## src/rtl/ysyx_22050078_ifu_pkg.sv

```systemverilog
// Shared constants and FSM encoding for the instruction fetch unit.
package ysyx_22050078_ifu_pkg;

  localparam int unsigned CPU_WIDTH  = 64;
  localparam int unsigned INST_WIDTH = 32;
  localparam logic [63:0] RESET_PC   = 64'h0000_0000_8000_0000;
  localparam logic [1:0]  RESP_OKAY  = 2'b00;

  typedef enum logic [2:0] {
    StIdle  = 3'd0,
    StReq   = 3'd1,
    StWait  = 3'd2,
    StHold  = 3'd3,
    StDrain = 3'd4
  } ifu_state_e;

endpackage

```

## src/rtl/ysyx_22050078_inst_sel.sv

```systemverilog
// Selects one instruction-wide half of a bus beat; upper half when i_sel_hi is set.
module ysyx_22050078_inst_sel #(
  parameter int unsigned CPU_WIDTH  = ysyx_22050078_ifu_pkg::CPU_WIDTH,
  parameter int unsigned INST_WIDTH = ysyx_22050078_ifu_pkg::INST_WIDTH
) (
  input  logic [CPU_WIDTH-1:0]  i_beat,
  input  logic                  i_sel_hi,
  output logic [INST_WIDTH-1:0] o_inst
);

  // Half-select of the beat.
  always_comb begin
    o_inst = i_sel_hi ? i_beat[CPU_WIDTH-1 -: INST_WIDTH] : i_beat[INST_WIDTH-1:0];
  end

endmodule

```

## src/rtl/ysyx_22050078_ifu.sv

```systemverilog
// Instruction fetch unit: one AR/R read per PC, holds the instruction toward decode and
// pulses o_pc_wen only when decode accepts it.
module ysyx_22050078_ifu #(
  parameter int unsigned          CPU_WIDTH  = ysyx_22050078_ifu_pkg::CPU_WIDTH,
  parameter int unsigned          INST_WIDTH = ysyx_22050078_ifu_pkg::INST_WIDTH,
  parameter logic [CPU_WIDTH-1:0] RESET_PC   = ysyx_22050078_ifu_pkg::RESET_PC
) (
  input  logic                  clk,
  input  logic                  rst,
  input  logic [CPU_WIDTH-1:0]  i_pc,
  input  logic                  i_flush,
  output logic                  o_pc_wen,
  output logic                  o_arvalid,
  output logic [CPU_WIDTH-1:0]  o_araddr,
  input  logic                  i_arready,
  input  logic                  i_rvalid,
  input  logic [CPU_WIDTH-1:0]  i_rdata,
  input  logic [1:0]            i_rresp,
  output logic                  o_rready,
  output logic                  o_inst_vld,
  output logic [INST_WIDTH-1:0] o_inst,
  output logic [CPU_WIDTH-1:0]  o_inst_pc,
  output logic                  o_inst_err,
  input  logic                  i_inst_rdy
);
  import ysyx_22050078_ifu_pkg::*;

  ifu_state_e              r_state, w_state_nxt;
  logic [CPU_WIDTH-1:0]    r_pc;
  logic [CPU_WIDTH-1:0]    r_araddr;
  logic [INST_WIDTH-1:0]   r_inst;
  logic [CPU_WIDTH-1:0]    r_inst_pc;
  logic                    r_inst_err;
  // Flush seen while the AR request was pending; the request cannot be withdrawn.
  logic                    r_flush_pend;
  logic [INST_WIDTH-1:0]   w_inst_sel;
  logic                    w_misalign;

  assign w_misalign = (i_pc[1:0] != 2'b00);

  ysyx_22050078_inst_sel #(
    .CPU_WIDTH  (CPU_WIDTH),
    .INST_WIDTH (INST_WIDTH)
  ) u_inst_sel (
    .i_beat   (i_rdata),
    .i_sel_hi (r_pc[2]),
    .o_inst   (w_inst_sel)
  );

  // State register.
  always_ff @(posedge clk or posedge rst) begin
    if (rst) begin
      r_state <= StIdle;
    end else begin
      r_state <= w_state_nxt;
    end
  end

  // Next-state logic and handshake outputs.
  always_comb begin
    w_state_nxt = r_state;
    o_arvalid   = 1'b0;
    o_rready    = 1'b0;
    o_inst_vld  = 1'b0;
    o_pc_wen    = 1'b0;
    case (r_state)
      StIdle: begin
        w_state_nxt = w_misalign ? StHold : StReq;
      end
      StReq: begin
        o_arvalid = 1'b1;
        if (i_arready) begin
          w_state_nxt = (i_flush || r_flush_pend) ? StDrain : StWait;
        end
      end
      StWait: begin
        o_rready = 1'b1;
        if (i_flush) begin
          // A beat arriving with the flush is consumed and dropped here.
          w_state_nxt = i_rvalid ? StIdle : StDrain;
        end else if (i_rvalid) begin
          w_state_nxt = StHold;
        end
      end
      StHold: begin
        o_inst_vld = 1'b1;
        o_pc_wen   = i_inst_rdy && !i_flush;
        if (i_flush || i_inst_rdy) begin
          w_state_nxt = StIdle;
        end
      end
      StDrain: begin
        o_rready = 1'b1;
        if (i_rvalid) begin
          w_state_nxt = StIdle;
        end
      end
      default: w_state_nxt = StIdle;
    endcase
  end

  // Datapath registers: PC latch, request address and the held instruction.
  always_ff @(posedge clk or posedge rst) begin
    if (rst) begin
      r_pc         <= '0;
      r_araddr     <= '0;
      r_inst       <= '0;
      r_inst_pc    <= RESET_PC;
      r_inst_err   <= 1'b0;
      r_flush_pend <= 1'b0;
    end else begin
      case (r_state)
        StIdle: begin
          r_pc         <= i_pc;
          r_flush_pend <= 1'b0;
          if (w_misalign) begin
            r_inst     <= '0;
            r_inst_err <= 1'b1;
            r_inst_pc  <= i_pc;
          end else begin
            r_araddr <= {i_pc[CPU_WIDTH-1:3], 3'b000};
          end
        end
        StReq: begin
          if (i_flush) begin
            r_flush_pend <= 1'b1;
          end
        end
        StWait: begin
          if (i_rvalid && !i_flush) begin
            r_inst     <= w_inst_sel;
            r_inst_err <= (i_rresp != RESP_OKAY);
            r_inst_pc  <= r_pc;
          end
        end
        default: ;
      endcase
    end
  end

  assign o_araddr   = r_araddr;
  assign o_inst     = r_inst;
  assign o_inst_pc  = r_inst_pc;
  assign o_inst_err = r_inst_err;

endmodule

```

## config.mk

```make
export PLATFORM = sky130hd
export DESIGN_NAME = ysyx_22050078_ifu
export DESIGN_NICKNAME = d
export VERILOG_FILES = /design/src/rtl/ysyx_22050078_ifu_pkg.sv /design/src/rtl/ysyx_22050078_inst_sel.sv /design/src/rtl/ysyx_22050078_ifu.sv
export SDC_FILE = /design/constraint.sdc
export NUM_CORES = 1
export LEC_CHECK = 0
export CAP_MARGIN = 20
export CORE_MARGIN = 2
export CORE_UTILIZATION = 30
export DETAILED_ROUTE_END_ITERATION = 7
export GPL_TIMING_DRIVEN = 0
export PLACE_DENSITY_LB_ADDON = 0.12
export SLEW_MARGIN = 20
export SYNTH_ARGS = -nofsm -noshare
export SYNTH_HDL_FRONTEND = slang
export SYNTH_SLANG_ARGS = --single-unit
```

## constraint.sdc

```tcl
create_clock -name clk -period 24.1 [get_ports clk]
set_clock_uncertainty 0.15 [all_clocks]
set_input_delay 7.23 -clock clk [delete_from_list [all_inputs] [get_ports clk]]
set_output_delay 7.23 -clock clk [all_outputs]
set_load 0.01 [all_outputs]
```

Figure 1. Cell classes on the final placement (run 1).
Drawn at 2 px/um.
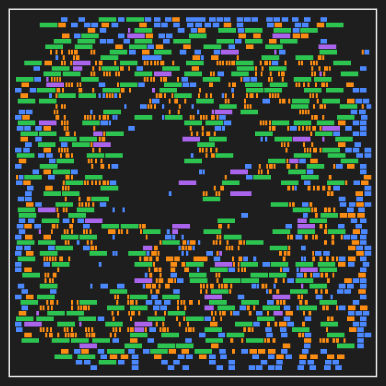
Key: clock drivers and dummy loads = purple [cells 49]; other buffers and delay cells = blue [cells 368]; flip-flops = green [cells 226]; all other logic = orange [cells 681]

Figure 2. Cell area per tile (run 1).
Drawn at 2 px/um. The die is cut into 18 by 18 equal tiles; dark blue is low, red is high, 0 to 100% covered.
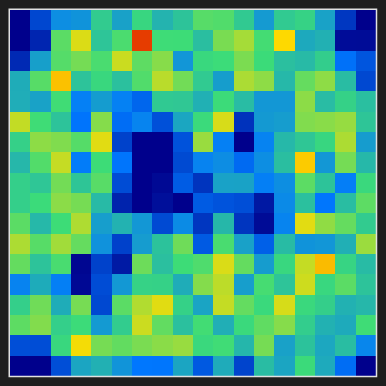
The emptiest ninth of the die: center. The mean over all tiles is 40%. 1.5% of the tiles are over 75% full. 5.2% of the tiles are nearly empty. The fullest tile reaches 93%.

Figure 3. Metal 1 (run 1).
Drawn at 2 px/um. Supply wires on this layer in gray. Cells faint in the background.
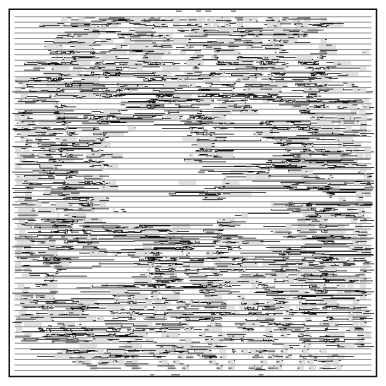
The longest straight run is 71.3 um. 1,291 nets have wire on it. The layer carries 13,100 um of wire. The layer holds 45% of the routed length. The wires run mostly horizontal.

Figure 4. Wires at chosen ports, followed through buffers (run 1).
Drawn at 1.5 px/um.
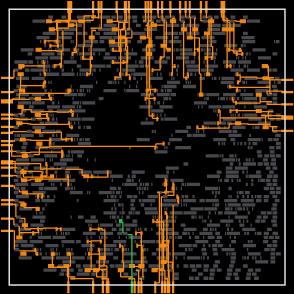
Key: o_arvalid = green [direction output, end cells 1, buffers 1, wire 43.2 um]; i_pc = orange [direction input, end cells 190, buffers 64, wire 3,120 um]

==> run 1: power breakdown <==
group          internal [mW]  switching, mW  total (mW)
logic                  0.452          0.474       0.926
registers              0.573         0.0929       0.666
clock network          0.241          0.157       0.398
==> run 1: worst register-to-register path, stage by stage, from the launching register on <==
cell      delay, ns
dfrtp_1        0.40
clkbuf_1       0.22
nor3_1         0.33
clkbuf_1       0.55
buf_1          0.52
nand2_1        0.11
nand2_1        0.07
==> run 1: flip-flops by register name, indices dropped and copies added, names as in the netlist <==
name          cells
r_state           3
o_inst_pc        64
r_pc             64
o_inst_err        1
o_araddr         61
r_flush_pend      1
o_inst           32
==> run 1: worst paths after layout <==
kind                                             start                        to  cells after the start
worst max-delay path                           i_flush                  o_pc_wen                      4
worst min-delay path              r_pc[14]$_DFFE_PP0N_      r_pc[14]$_DFFE_PP0N_                      2
worst max register to register  r_state[0]$_DFFE_PP0P_      r_pc[16]$_DFFE_PP0N_                      6
worst min register to register    r_pc[14]$_DFFE_PP0N_      r_pc[14]$_DFFE_PP0N_                      2
max in group asynchronous                          rst   o_araddr[3]$_DFFE_PP0P_                      3
min in group asynchronous                          rst  o_araddr[38]$_DFFE_PP0P_                      2
==> run 1: cell type report <==
type / count / area [um^2]
multi-input cells: 646 / 3460
inverters: 35 / 139
flip-flops and latches: 226 / 5660
clock buffers: 44 / 820
fillers: 3078 / 17500
plain buffers: 69 / 359
repair buffers: 299 / 3030
well taps: 402 / 503
clock inverters: 5 / 53.8
==> run 1: stage by stage <==
stage                     setup WS, ns  total power, mW  cells
after CTS                         7.95             2.03   1726
final                             7.94             1.99   1726
after global placement            6.87             1.61   1675
after global routing              7.87             2.14   1726
after detailed placement          7.95             1.62   1677
after floorplan                   9.12             1.14    976
==> summary.txt, run 1 <==
Reports from this run.

- The dominant combinational cell family by area after synthesis reads simple AND/OR/NAND/NOR gates.
- The via count of the first global-routing pass came to 7,932.
- The kind of critical path reads in2out.
- For this run, the detailed router reports a per-instance via density of 4.57.
- The first-iteration detailed-routing DRC count reads 365.
- The run finished with clean final reports.
- Per the CTS log, the maximum H-tree level is 1.
- The global placement routability congestion is 0.779.
- The synthesized-area fraction occupied by adder cells reads 0%.
- At the end of the flow the core is filled with cells to 44.4%.
- In this run, post-CTS hold repair placed 0 buffers.
- The highest metal layer used by the detailed router is met4.
- The quantity of I/O buffers inserted on ports is 297.
- The number of antenna violations at the first check in global routing is 0.
- The count of instances resized after the clock tree is built reads 0.
- The placed instance area reads 0.0131 mm^2.
- The type of element launching the critical path is an input port.
- The flow reported a cell area power density of 142 mW/mm^2.
- The number of remaining DRC errors reads 0.
- The wire length on met2 is 13.7 mm.
- On the worst setup and hold paths after CTS, the clock-pin slew comes to 0.05 ns.
- At the later pin of the worst-skew pair, clock insertion delay measures 0.52 ns.
- The HPWL after detailed placement reads 20.5 mm.
- For this design the top-level I/O count stands at 301.
- In the final routed layout, each cell accounts on average for 16.9 um.
- The number of synthesis warnings reads 0.
- Per the timing report, the achievable frequency comes out to 0.0619 GHz.
- The final antenna-violating net count is 0.
- By instance count, the leading cell after synthesis is nand2_1.
- The share of synthesized area occupied by flip-flops and latches reads 58.9%.
- Ranked by total cell area, the synthesized netlist is headed by dfrtp_1 (59%), nand2_1 (13%), mux2_2 (11%), a31oi_1 (4.2%), nor2_1 (2.9%).
- The die area is 0.0335 mm^2.
- The sum of buffers and inverters on the critical path is 2.
- The instance count of the mapped netlist is 974.
- Before antenna repair, the detailed router went through 5 iterations.
- In this run the horizontal extent of the chip is 183 um.
- The repair_antennas step left the layout with diodes totalling 0.
- The minimum period implied by the final worst setup slack is 16.16 ns.
- The part of the cycle the worst path needs reads 67.0%.
- The summed instance area of the synthesized netlist reads 0.00960 mm^2.
- The cell seen most often among critical-path stages is clkdlybuf4s50_1.
- The wire length on met3 reads 2.01 mm.
- Clock tree synthesis inserted a total of 27 buffers.
- After synthesis the netlist holds a flip-flop and latch count of 226.
- Yosys reports a chip area of 0.00960 mm^2.
- Summed over its instances, the top area cell type makes up 58.6% of the synthesized netlist area.
- IR analysis of the VDD net gives a maximum drop of 0.0785 mV.
- The total via count in the routed design reads 7,887.
- The classification of the worst-slack hold path reads reg2reg.
- The CTS tree reads yes.
- The arrival time of data at the critical path endpoint is 8.78 ns.
- The leakage power total reads 6.13 nW.
- For this run, global-route usage on met3 was measured as 3.97%.
- The simple-gate share of the synthesized area reads 18.0%.
- The count of library flops with an enable pin is 0.
- After floorplanning, the core was sized to cover 0.0316 mm^2.
- The XOR/XNOR share of the synthesized area reads 0.0912%.
- The final worst hold slack reads 0.320 ns.
- The count of warning messages emitted by the tools is 26.
- The clock sink total reads 226.
- The met1 layer usage reported by global route is 23.6%.
- The first global-routing pass estimated 46.0 mm of wire.
--- run 2 (diff from run 1) ---
clock period = 14 ns   (was 24.1 ns; I/O delays follow)
Figure 5. Placement view (run 2).
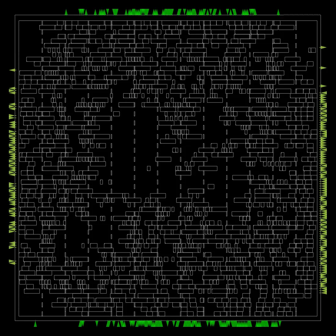
FILL cells: 3,078
count of inserted tapcells: 402

Figure 6. Cell classes on the final placement (run 2).
Drawn at 2 px/um.
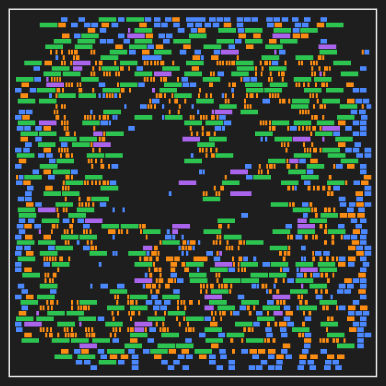
Key: other buffers and delay cells = blue [cells 368]; clock drivers and dummy loads = purple [cells 49]; all other logic = orange [cells 681]; flip-flops = green [cells 226]

==> run 2 against run 1 <==
Non-clock buffer count unchanged. Area after synthesis unchanged. Clock-buffer cell count stayed put. First-iteration DRC count unchanged. Global-route usage stayed put. Register-to-register slack worse by 10 ns. Worst setup slack worse by 4.0 ns. Final area unchanged. Highest routed layer unchanged.
==> summary.txt, run 2 <==
Reports from this run.

- In this run the critical register-to-register path is captured at r_pc[16]$_DFFE_PP0N_.
- The power density of the placed cells is 244 mW/mm^2.
- In the post-synthesis netlist, the biggest area contributors are dfrtp_1 (59%), nand2_1 (13%), mux2_2 (11%), a31oi_1 (4.2%), nor2_1 (2.9%).
- The clock sink total reads 226.
- The peak clock frequency supported by timing is 0.0991 GHz.
- The number of H-tree levels is 1.
- The dominant combinational cell family by area after synthesis is simple AND/OR/NAND/NOR gates.
- The design draws 3.43 mW.
- The classification of the worst-slack hold path is reg2reg.
- The launch point of the worst min-delay path is recorded as r_pc[14]$_DFFE_PP0N_.
- In this run the power spent charging and discharging nets is 1.25 mW.
- The violation tally recorded at the end of detailed-routing iteration 0 is 365.
- For hold timing, the worst endpoint is r_pc[14]$_DFFE_PP0N_.
- The cell seen most often among critical-path stages reads clkdlybuf4s50_1.
- The synthesized-area fraction occupied by adder cells reads 0%.
- The final antenna-violating net count is 0.
- TritonRoute reported its final design rule violation total as 0.
- The area of the placeable core reads 0.0316 mm^2.
- The congestion estimate from routability-driven global placement came to 0.779.
- After synthesis, the chip area reported by Yosys is 0.00960 mm^2.
- The post-route non-filler standard cell count is 1,726.
- Counting both buffers and inverters, the worst setup path holds a total of 2.
- The portion of total power attributed to sequential cells is 33.5%.
- For this run, the detailed router reports a per-instance via density of 4.57.
- STA classifies the critical path startpoint as an input port.
- The internal power of the cells totals 2.18 mW.
- The launch point of the worst path is i_flush.
- The diode insertion count for antenna repair reads 0.
- After clock tree synthesis, the repair step resized 0 gates.
- The placed instance area reads 0.0131 mm^2.
- The multi-input combinational cells in the finished layout cover a total of 0.00346 mm^2.
- For this run, the number of Yosys warnings is 0.
- The clock slew at the register clock pins of the worst setup and hold paths reads 0.05 ns.
- The wire length per cell after detailed routing reads 16.9 um.
- Hold timing on the final database bottoms out at a slack of 0.320 ns.
- Counting tap cells, the placed design contains a total of 1,677 instances.
- The launching point of the worst reg2reg path is r_state[0]$_DFFE_PP0P_.
- The worst hold path stage count reads 2.
- The XOR/XNOR share of the synthesized area reads 0.0912%.
- The count of library flops with an enable pin reads 0.
- The die area reads 0.0335 mm^2.
- The summed instance area of the synthesized netlist reads 0.00960 mm^2.
- The arrival time of data at the critical path endpoint is 5.75 ns.
- The peak supply drop is 0.135 mV.
- The depth of the worst register-to-register path reads 6.
- For this run, the register share of the synthesized area comes to 58.9%.
- The kind of critical path reads in2out.
- The number of antenna violations at the first check in global routing reads 0.
- The part of the power in combinational logic is 46.5%.
- The leakage power total reads 6.13 nW.
- The run finished with clean final reports.
- The switching part of the total power is 36.4%.
- The die is 183 um wide.
- The fraction of synthesized cell area taken by the top area cell type reads 58.6%.
- The CTS tree is yes.
- The logs give a warning total of 26.
- The instance count of the mapped netlist is 974.
- The sequential cell area in the final layout is 0.00566 mm^2.
- The most frequent cell after synthesis reads nand2_1.
- The quantity of I/O buffers inserted on ports is 297.
- Counting the buffers created by CTS gives 27.
- The I/O pin count is 301.
## run 2: cell counts in the layout (fill, tap and decap cells not counted)
Identical to the previous run, type by type.
## run 2: tightest hold or removal path, stage by stage (launching register included)
cell     delay [ns]
dfrtp_1        0.34
nand2_1        0.05
nand2_1        0.05
## run 2: metrics by stage
| step | util (%) | TNS [ns] | setup slack [ns] |
|---|---|---|---|
| global placement | 41.5 | -40.20 | -0.197 |
| global route | 44.4 | 0 | 3.83 |
| detailed placement | 41.7 | 0 | 3.91 |
| finish | 44.4 | 0 | 3.90 |
| floorplan | - | 0 | 3.46 |
| CTS | 44.4 | 0 | 3.91 |
## run 2: layout make-up
| type | count | share of cell area (%) |
|---|---|---|
| well taps | 402 | 3.59 |
| repair buffers | 299 | 21.6 |
| multi-input cells | 646 | 24.7 |
| flip-flops and latches | 226 | 40.3 |
| clock inverters | 5 | 0.384 |
| clock buffers | 44 | 5.84 |
| plain buffers | 69 | 2.56 |
| inverters | 35 | 0.990 |
## run 2: power groups by stage
stage	Clock (mW)	Sequential, mW	Combinational, mW
2_1_floorplan	0	1.25	0.716
3_3_place_gp	0	1.15	1.62
3_5_place_dp	0	1.16	1.62
4_1_cts	0.711	1.15	1.63
5_1_grt	0.746	1.19	1.75
6_report	0.685	1.15	1.59
## run 2: routing by layer
| metal | up-vias | track usage, % | part of all wire, % |
|---|---|---|---|
| li1 | 3844 | - | - |
| met1 | 3792 | 23.6 | 45 |
| met2 | 225 | 28.7 | 47 |
| met3 | 26 | 3.97 | 6.9 |
| met4 | 0 | 3.07 | 1.1 |
| met5 | - | 0 | 0 |
Figure 7. Wires at chosen ports, followed through buffers (run 2).
Drawn at 1.5 px/um.
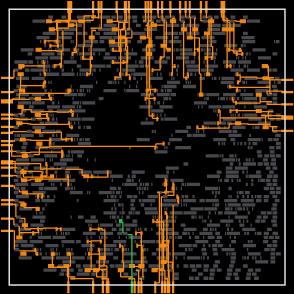

--- run 3 (diff from run 2) ---
clock period = 8.2 ns   (was 14 ns; I/O delays follow)
Figure 8. Wires at chosen ports, followed through buffers (run 3).
Drawn at 1.5 px/um.
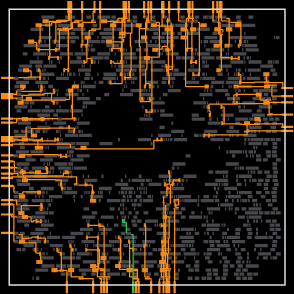
Key: i_pc = orange [direction input, end cells 190, buffers 64, wire 3,170 um]; o_arvalid = green [direction output, end cells 1, buffers 1, wire 42.2 um]
number of top-level pins: 301
I/O Buffers: 297

Figure 9. Cell area per tile (run 3).
Drawn at 2 px/um. The die is cut into 18 by 18 equal tiles; dark blue is low, red is high, 0 to 100% covered.
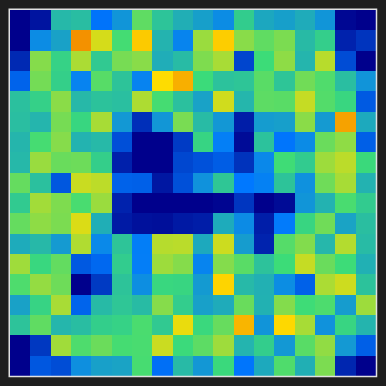
The fullest tile reaches 84%. 5.9% of the tiles are nearly empty. The emptiest ninth of the die: center. 2.5% of the tiles are over 75% full. The mean over all tiles is 41%.
final core area utilization: 44.5%
starting density of the core: 30.4%

==> run 3 against run 2 <==
Total power rose by 68%. Sequential share of layout area is 0.068 points lower. Worst setup slack worse by 2.3 ns. Core utilization is 0.075 points higher. Critical path type unchanged. Largest power group unchanged.
==> summary.txt, run 3 <==
Reports from this run.

- The clock slew at the register clock pins of the worst setup and hold paths reads 0.05 ns.
- The proportion of synthesized area in mux cells reads 11.1%.
- Summing the areas of all fa, ha and maj instances in the mapped netlist gives 0% of the synthesized area.
- The cell total after placement is 1,683.
- The flop share of the area reads 40.3%.
- The total net switching power is 2.11 mW.
- The sequential cell count reads 226.
- The endpoint class of the critical path is an output port.
- The number of endpoints failing setup at the final stage reads 0.
- The final worst hold slack reads 0.322 ns.
- Across the whole layout, multi-input logic makes up 24.7% of the cell area.
- The number of synthesis warnings is 0.
- The final antenna-violating net count reads 0.
- The final route contains 7,908 vias.
- The peak clock frequency supported by timing is 0.152 GHz.
- After clock tree synthesis, the repair step resized 0 gates.
- The fill cell total of the finished layout is 3,085.
- The tool flagged a number of max-cap violations equal to 0.
- Leaving out fill and tap cells, the most frequent cells in the layout are nand2_1 (321), clkdlybuf4s50_1 (297), dfrtp_1 (225), mux2_2 (94), nor2_1 (74).
- The synthesized flop and latch total reads 226.
- The portion of total power attributed to sequential cells is 33.9%.
- The most frequent cell after synthesis reads nand2_1.
- The number of distinct library cell variants in the gate-level netlist after synthesis is 33.
- Looking at the clock tree report, the maximum root-to-sink buffer count equals 3.
- Per the breakdown, switching nets consume 36.6% of all power.
- The leading cell category by total area reads sequential cells.
- The net total in the final layout is 1,446.
- The overall routing resource usage is 17.4%.
- The TritonCTS buffer count is 27.
- After synthesis, flip-flops and latches occupy 58.9% of the total area.
- The clock latency of the later-clocked register in the worst-skew pair is 0.52 ns.
- The arrival time of data at the critical path endpoint is 3.98 ns.
- The number of hold buffers added after CTS reads 0.
- The proportion of layout cells with a drive suffix above 1 reads 12.9%.
- The critical path goes through clkdlybuf4s50_1 > nor2_1 > and4_1 > clkdlybuf4s50_1.
- The global placement routability congestion reads 0.756.
- The count of library flops with an enable pin reads 0.
- The chip occupies 0.0335 mm^2.
- By area the synthesized netlist is led by dfrtp_1 (59%), nand2_1 (13%), mux2_2 (11%), a31oi_1 (4.2%), nor2_1 (2.9%).
- Measured on the final layout, buffering overhead outside the clock network stands at 24.9%.
- The count of warning messages emitted by the tools reads 26.
- The leakage power total reads 6.14 nW.
- Summing all placed instances gives a cell area of 0.0133 mm^2.
- The flow reported a cell area power density of 411 mW/mm^2.
- The number of remaining DRC errors reads 0.
- The total chip power is 5.77 mW.
- The setup slack at placement is 1.62 ns.
- In this design, the critical path's most frequently occurring cell is clkdlybuf4s50_1.
- The sequential cell area in the final layout reads 0.00566 mm^2.
- The die outline height is 183 um.
- Subtracting the final worst setup slack from the clock period gives 6.59 ns.
- The critical path's slowest cell reads clkdlybuf4s50_1.
- The aggregate routed wire length reads 29.2 mm.
- The total area of multi-input combinational cells is 0.00346 mm^2.
- The most frequently used flop master after synthesis is dfrtp_1.
- The type of element launching the critical path reads an input port.
- The setup slack after layout reads 1.61 ns.
- In the final report, the number of hold violations comes to 0.
- Multi-input combinational cells in the finished layout were counted as 646.
- The kind of critical path is in2out.
- By count the netlist is led by nand2_1 (321), dfrtp_1 (225), mux2_2 (94), nor2_1 (74), a31oi_1 (65).
- The number of placement rows is 65.
- IR analysis of the VDD net gives a maximum drop of 0.199 mV.
- The number of antenna violations at the first check in global routing is 1.
- The path class of the tightest hold or removal check is reg2reg.
- The number of detailed-route iterations in the first pass reads 6.
- The post-route non-filler standard cell count is 1,726.
- The report shows a maximum critical-path fanout of 7.
- The final non-filler cell area reads 0.0140 mm^2.
- The fraction of synthesized cell area taken by the top area cell type reads 58.6%.
- In the Yosys report the total cell count is 974.
- In the synthesis report, Yosys lists the chip area as 0.00960 mm^2.
- The clock power share is 18.9%.
- The share of final layout cell area taken by clock buffers and inverters reads 5.59%.
- The clock sink total is 226.
- In this run, the number of DRC markers left after iteration 0 of detailed routing was 357.
- The XOR/XNOR share of the synthesized area reads 0.0912%.
- Entering global routing, the biggest net connects 32 pins.
- Looking at the max-slew report, the worst-margin pin has a slew of 0.652 ns.
- The first-pass GRT wire length reads 46.1 mm.
- The mean number of vias per cell is 4.58.
- Relative to the synthesized area, the layout overhead comes to 46.3%.
- The count of pins over their slew limit is 0.
- The die width is 183 um.
- Setup repair after global routing left no endpoint under its margin.
- The total area inside the core boundary comes to 0.0316 mm^2.
- The non-clock buffer count in the final layout reads 374.
- The CTS tree reads yes.
- The HPWL after detailed placement is 21.0 mm.
- Recorded from the global router log, the overflow total was 0.
- The delay of the slowest critical-path stage is 0.56 ns.
- The simple-gate share of the synthesized area is 18.0%.
- The power report lists cell-internal power as 3.66 mW.
- The design received a total of 402 well taps at floorplan.
- The synthesized netlist handed to floorplanning was reported with a cell count of 974.
- The largest area contributor in the netlist reads dfrtp_1.
- The top cell type in the final layout, fill and taps aside, is nand2_1.
- The clock root buffer is clkbuf_16.
- The OpenROAD report gives the critical path a required time of 5.59 ns.
- Combinational cells account for 47.2% of the total power.
- The number of post-CTS setup repair buffers reads 0.
- The final antenna diode tally reported by the flow is 1.
- The flow ran to the end, and the final reports show no timing, DRC or antenna violations.
- In the final timing run, aggregate negative setup slack is 0 ns.
- The via count of the first global-routing pass was 8,029.
- Before any placement, the netlist area is recorded as 0.00960 mm^2.
- In this run the tightest slew margin relative to its limit is 56.5%.
- The and-or/or-and share of the synthesized area reads 6.76%.
- The fraction of registers with async set or reset after synthesis is 100%.
- The per-instance average area after synthesis is 9.86 um^2.
- The total of clock buffers placed in the layout reads 39.
- In this run the number of H-tree levels came out at 1.
- The dominant combinational cell family by area after synthesis is simple AND/OR/NAND/NOR gates.
- Dividing the final minimum period by the clock period gives 80.4%.
- The final layout report lists a non-clock inverter count of 35.
- The wire length per cell after detailed routing reads 16.9 um.
==> run 3: kinds of logic (layout without fill, tap and decap cells) <==
kind of cell	Yosys count	count (layout)
compound gates	107	107
xor+xnor	1	1
buf+inv	104	451
flops	226	226
mux	95	95
other cells	1	4
simple gates	440	440
==> run 3: final timing paths <==
path	start	end	slack (ns)	cells after the start
hold reg to reg	r_pc[53]$_DFFE_PP0N_	r_pc[53]$_DFFE_PP0N_	0.32	2
setup reg to reg	r_state[0]$_DFFE_PP0P_	o_inst_pc[6]$_DFFE_PP0P_	5.77	6
hold / removal	r_pc[53]$_DFFE_PP0N_	r_pc[53]$_DFFE_PP0N_	0.32	2
setup / recovery	i_flush	o_pc_wen	1.61	4
max in group asynchronous	rst	o_inst_pc[49]$_DFFE_PP0P_	4.77	5
min in group asynchronous	rst	o_araddr[17]$_DFFE_PP0P_	2.16	2
==> run 3: power groups by stage <==
| stage | logic (mW) | clock network, mW | registers (mW) |
|---|---|---|---|
| 5_1_grt | 3.01 | 1.17 | 2.03 |
| 6_report | 2.72 | 1.09 | 1.96 |
| 3_5_place_dp | 2.77 | 0 | 1.98 |
| 4_1_cts | 2.78 | 1.13 | 1.96 |
| 2_1_floorplan | 1.22 | 0 | 2.14 |
| 3_3_place_gp | 2.75 | 0 | 1.96 |
==> run 3: critical path: cells and delay by family <==
kind                   cells  cell delay, ns
buffers and inverters      2            1.09
AND/OR/NAND/NOR            2            0.44
==> run 3: layer usage <==
layer / vias to the layer above / track usage (%) / routed length [um]
met5: - / 0 / 0
met2: 232 / 29.1 / 13700
met4: 0 / 3.84 / 612
met1: 3788 / 23.0 / 12900
li1: 3857 / - / -
met3: 31 / 4.37 / 2000
Power figures rest on the tool's default switching activity, not on a simulated workload.
